===== src/rtl/mc_control_unit.sv =====
// Multicycle CPU control FSM: walks each instruction through IF/ID/EXE/MEM/WB
// and drives the datapath enables and mux selects from (state, op, zero, halted).
module mc_control_unit (
    input  logic       CLK,
    input  logic       RST,
    input  logic [5:0] op,
    input  logic       zero,
    output logic [2:0] state,
    output logic       halted,
    output logic       PCWre,
    output logic [1:0] PCsrc,
    output logic       IRWre,
    output logic       RegWre,
    output logic [1:0] RegDst,
    output logic       WrRegDSrc,
    output logic       ALUSrcB,
    output logic [2:0] ALUOp,
    output logic       ExtSel,
    output logic       DataMemRW,
    output logic       DBDataSrc
);
    localparam logic [5:0] OP_ADD  = 6'b000000;
    localparam logic [5:0] OP_SUB  = 6'b000001;
    localparam logic [5:0] OP_AND  = 6'b010001;
    localparam logic [5:0] OP_OR   = 6'b010010;
    localparam logic [5:0] OP_SLT  = 6'b100110;
    localparam logic [5:0] OP_ADDI = 6'b000010;
    localparam logic [5:0] OP_ORI  = 6'b010000;
    localparam logic [5:0] OP_SW   = 6'b110000;
    localparam logic [5:0] OP_LW   = 6'b110001;
    localparam logic [5:0] OP_BEQ  = 6'b110100;
    localparam logic [5:0] OP_J    = 6'b111000;
    localparam logic [5:0] OP_JR   = 6'b111001;
    localparam logic [5:0] OP_JAL  = 6'b111010;
    localparam logic [5:0] OP_HALT = 6'b111111;

    typedef enum logic [2:0] {
        S_IF     = 3'b000,
        S_ID     = 3'b001,
        S_EXE_LS = 3'b010,
        S_MEM    = 3'b011,
        S_WB_LD  = 3'b100,
        S_EXE_BR = 3'b101,
        S_EXE_AL = 3'b110,
        S_WB_AL  = 3'b111
    } state_t;

    state_t state_q, state_d;
    logic   halted_q, halted_d;

    logic       is_r, is_i, is_ls;
    logic [2:0] alu_op_sel;

    assign is_r  = (op == OP_ADD) || (op == OP_SUB) || (op == OP_AND) ||
                   (op == OP_OR)  || (op == OP_SLT);
    assign is_i  = (op == OP_ADDI) || (op == OP_ORI);
    assign is_ls = (op == OP_LW) || (op == OP_SW);

    always_comb begin
        alu_op_sel = 3'b000;
        case (op)
            OP_SUB:        alu_op_sel = 3'b001;
            OP_AND:        alu_op_sel = 3'b100;
            OP_OR, OP_ORI: alu_op_sel = 3'b101;
            OP_SLT:        alu_op_sel = 3'b110;
            default:       alu_op_sel = 3'b000;
        endcase
    end

    always_comb begin
        state_d   = S_IF;
        halted_d  = halted_q;
        PCWre     = 1'b0;
        PCsrc     = 2'b00;
        IRWre     = 1'b0;
        RegWre    = 1'b0;
        RegDst    = 2'b10;
        WrRegDSrc = 1'b1;
        ALUSrcB   = 1'b0;
        ALUOp     = 3'b000;
        ExtSel    = 1'b1;
        DataMemRW = 1'b0;
        DBDataSrc = 1'b0;
        // Once halted, everything stays at defaults and the FSM parks in S_IF.
        if (!halted_q) begin
            case (state_q)
                S_IF: begin
                    IRWre   = 1'b1;
                    state_d = S_ID;
                end
                S_ID: begin
                    if (is_r || is_i) begin
                        state_d = S_EXE_AL;
                    end else if (is_ls) begin
                        state_d = S_EXE_LS;
                    end else if (op == OP_BEQ) begin
                        state_d = S_EXE_BR;
                    end else begin
                        case (op)
                            OP_J: begin
                                PCWre = 1'b1;
                                PCsrc = 2'b11;
                            end
                            OP_JR: begin
                                PCWre = 1'b1;
                                PCsrc = 2'b10;
                            end
                            OP_JAL: begin
                                PCWre     = 1'b1;
                                PCsrc     = 2'b11;
                                RegWre    = 1'b1;
                                RegDst    = 2'b00;
                                WrRegDSrc = 1'b0;
                            end
                            OP_HALT: halted_d = 1'b1;
                            default: PCWre = 1'b1;
                        endcase
                    end
                end
                S_EXE_AL, S_WB_AL: begin
                    ALUOp   = alu_op_sel;
                    ALUSrcB = is_i;
                    ExtSel  = (op != OP_ORI);
                    if (state_q == S_EXE_AL) begin
                        state_d = S_WB_AL;
                    end else begin
                        RegWre = 1'b1;
                        RegDst = is_r ? 2'b10 : 2'b01;
                        PCWre  = 1'b1;
                    end
                end
                S_EXE_BR: begin
                    ALUOp = 3'b001;
                    PCWre = 1'b1;
                    PCsrc = zero ? 2'b01 : 2'b00;
                end
                S_EXE_LS: begin
                    ALUSrcB = 1'b1;
                    state_d = S_MEM;
                end
                S_MEM: begin
                    if (op == OP_LW) begin
                        state_d = S_WB_LD;
                    end else begin
                        DataMemRW = (op == OP_SW);
                        PCWre     = 1'b1;
                    end
                end
                S_WB_LD: begin
                    RegWre    = 1'b1;
                    RegDst    = 2'b01;
                    DBDataSrc = 1'b1;
                    PCWre     = 1'b1;
                end
                default: state_d = S_IF;
            endcase
        end
    end

    always_ff @(posedge CLK or negedge RST) begin
        if (!RST) begin
            state_q  <= S_IF;
            halted_q <= 1'b0;
        end else begin
            state_q  <= state_d;
            halted_q <= halted_d;
        end
    end

    assign state  = state_q;
    assign halted = halted_q;
endmodule


===== config.mk =====
export PLATFORM = sky130hd
export DESIGN_NAME = mc_control_unit
export DESIGN_NICKNAME = d
export VERILOG_FILES = /design/src/rtl/mc_control_unit.sv
export SDC_FILE = /design/constraint.sdc
export NUM_CORES = 1
export LEC_CHECK = 0
export ABC_AREA = 0
export CORE_MARGIN = 2
export CORE_UTILIZATION = 41
export CTS_CLUSTER_SIZE = 14
export DETAILED_ROUTE_END_ITERATION = 8
export PLACE_DENSITY = 0.82
export SLEW_MARGIN = 15
export SYNTH_ARGS = -nofsm -noshare
export SYNTH_HDL_FRONTEND = slang
export SYNTH_SLANG_ARGS = --single-unit

===== constraint.sdc =====
create_clock -name CLK -period 1.9 [get_ports CLK]
set_input_delay 0.19 -clock CLK [delete_from_list [all_inputs] [get_ports CLK]]
set_output_delay 0.19 -clock CLK [all_outputs]
set_load 0.01 [all_outputs]

==> flow_summary_export.csv <==
group,metric,value,unit
outcome,status,"finished, violations left",
synth,ys.flops,4,
final_layout,fin_util,0.832,
timing,finalMaxSlewViolations,0,
floorplan,die_y,44.2,µm
power_and_ir_drop,ir_drop,0.178,mV
floorplan,nWellTaps,16,
placement,gp_congestion,0.961,
timing,setup_slack,-0.00480,ns
timing,max_freq,525,MHz
outcome,violations,"negative setup slack",
power_and_ir_drop,leakagePower,0.000571,µW
final_layout,nets,177,
synth,yosys_cells,103,
route,drtIter0Drc,47,
timing,finalSetupViolations,1,
clock_network,clk_path_buf_depth,2,
power_and_ir_drop,powerSeq,85.5,µW
critical_path,cp_slowest_cell,"dfrtp_1",
floorplan,fp_util,0.440,
route,drc,0,
global_routing,grt_pass1_vias,1014,
critical_path,critPathLaunchType,"register",
final_layout,inv_count,5,
-- metal layers --
metal  vias to the layer above  routed length (µm)  track usage  part of all wire
li1                        493                   -            -                 -
met1                       496                1100        0.339              0.38
met2                        76                1440        0.509              0.50
met3                        15                 200       0.0816             0.070
met4                         0                 121        0.212             0.042
met5                         -                   0            0                 0
-- worst min path at each step --
stage,cells past startpoint,to,slack (ns)
floorplan,0,halted,-0.11
detailed placement,1,halted,0.41
CTS,1,halted,0.15
global placement,1,state[0],0.39
finish,1,state[1],0.14
global route,1,state[1],0.15
-- cell families after synthesis --
family	count (synthesis)	share of synthesized area
simple gates	58	0.481
compound gates	25	0.249
buf+inv	15	0.106
flops	4	0.151
xor+xnor	1	0.0132
-- flip-flops by register name, summed over array words and instances (netlist names) --
name    count
halted      1
state       3
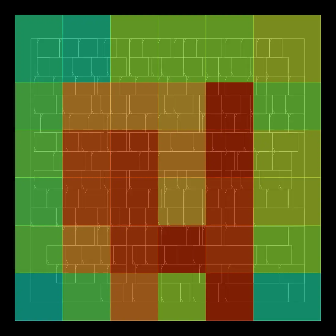
**Above:** congestion heat map.
met2 usage: 0.509
GR peak layer: met2
met1 usage: 0.339
DR WL/cell: 15.7 µm

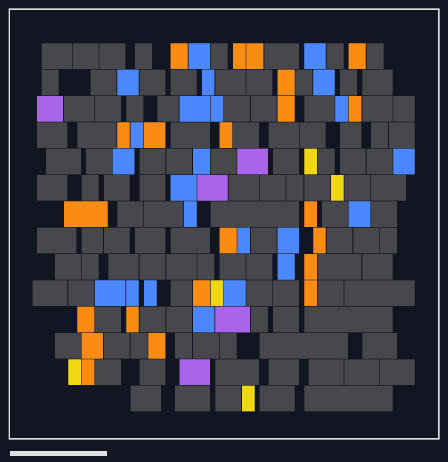
**Above:** logic cells by family.
Scale bar: 10 µm.
Orange marks NOR gates, cells 22. Blue marks NAND gates, cells 23. Yellow marks inverters, cells 5. Purple marks AND-OR and OR-AND gates, cells 5.
number of cells in the finished layout apart from fillers: 182
Comb area share: 0.424
Top cell excl fill/tap: buf_4

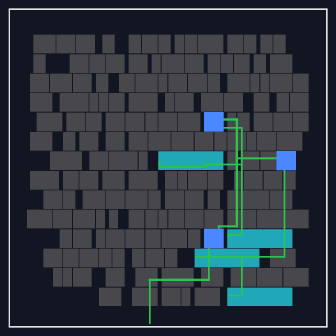
**Above:** clock wires, drivers and flops.
Cyan marks flip-flops, count 4. Green marks clock wires, length 115 µm. Blue marks clock drivers, count 3.
There are 4 routed clock nets.
Worst-Skew Late Latency: 0.25 ns
Clock Power Share: 0.389
clock skew: 0.00498 ns
Clock group: 121 µW

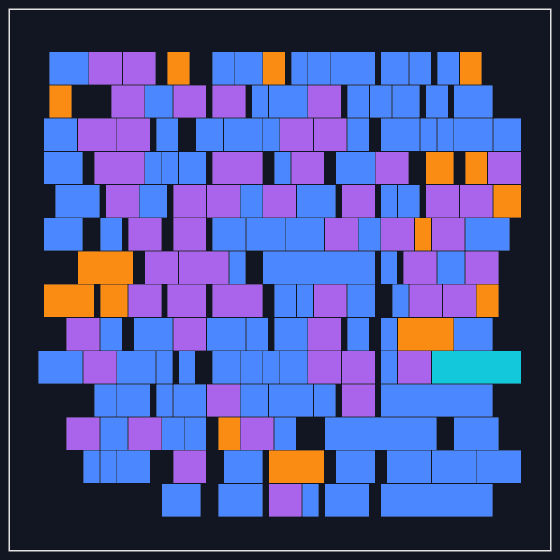
**Above:** cell sizes after repair.
Purple marks _3 and _4 cells, cells 51, share 31%. Orange marks _2 cells, cells 15, share 9.0%. Blue marks _0 and _1 cells, cells 99, share 60%. Cyan marks _6 and larger, cells 1, share 0.60%.
post-route cell area: 0.00125 mm²
Non-clock buffers: 70
Synth-to-Final Area Change: 89.1%

Power and IR drop assume default switching activity.
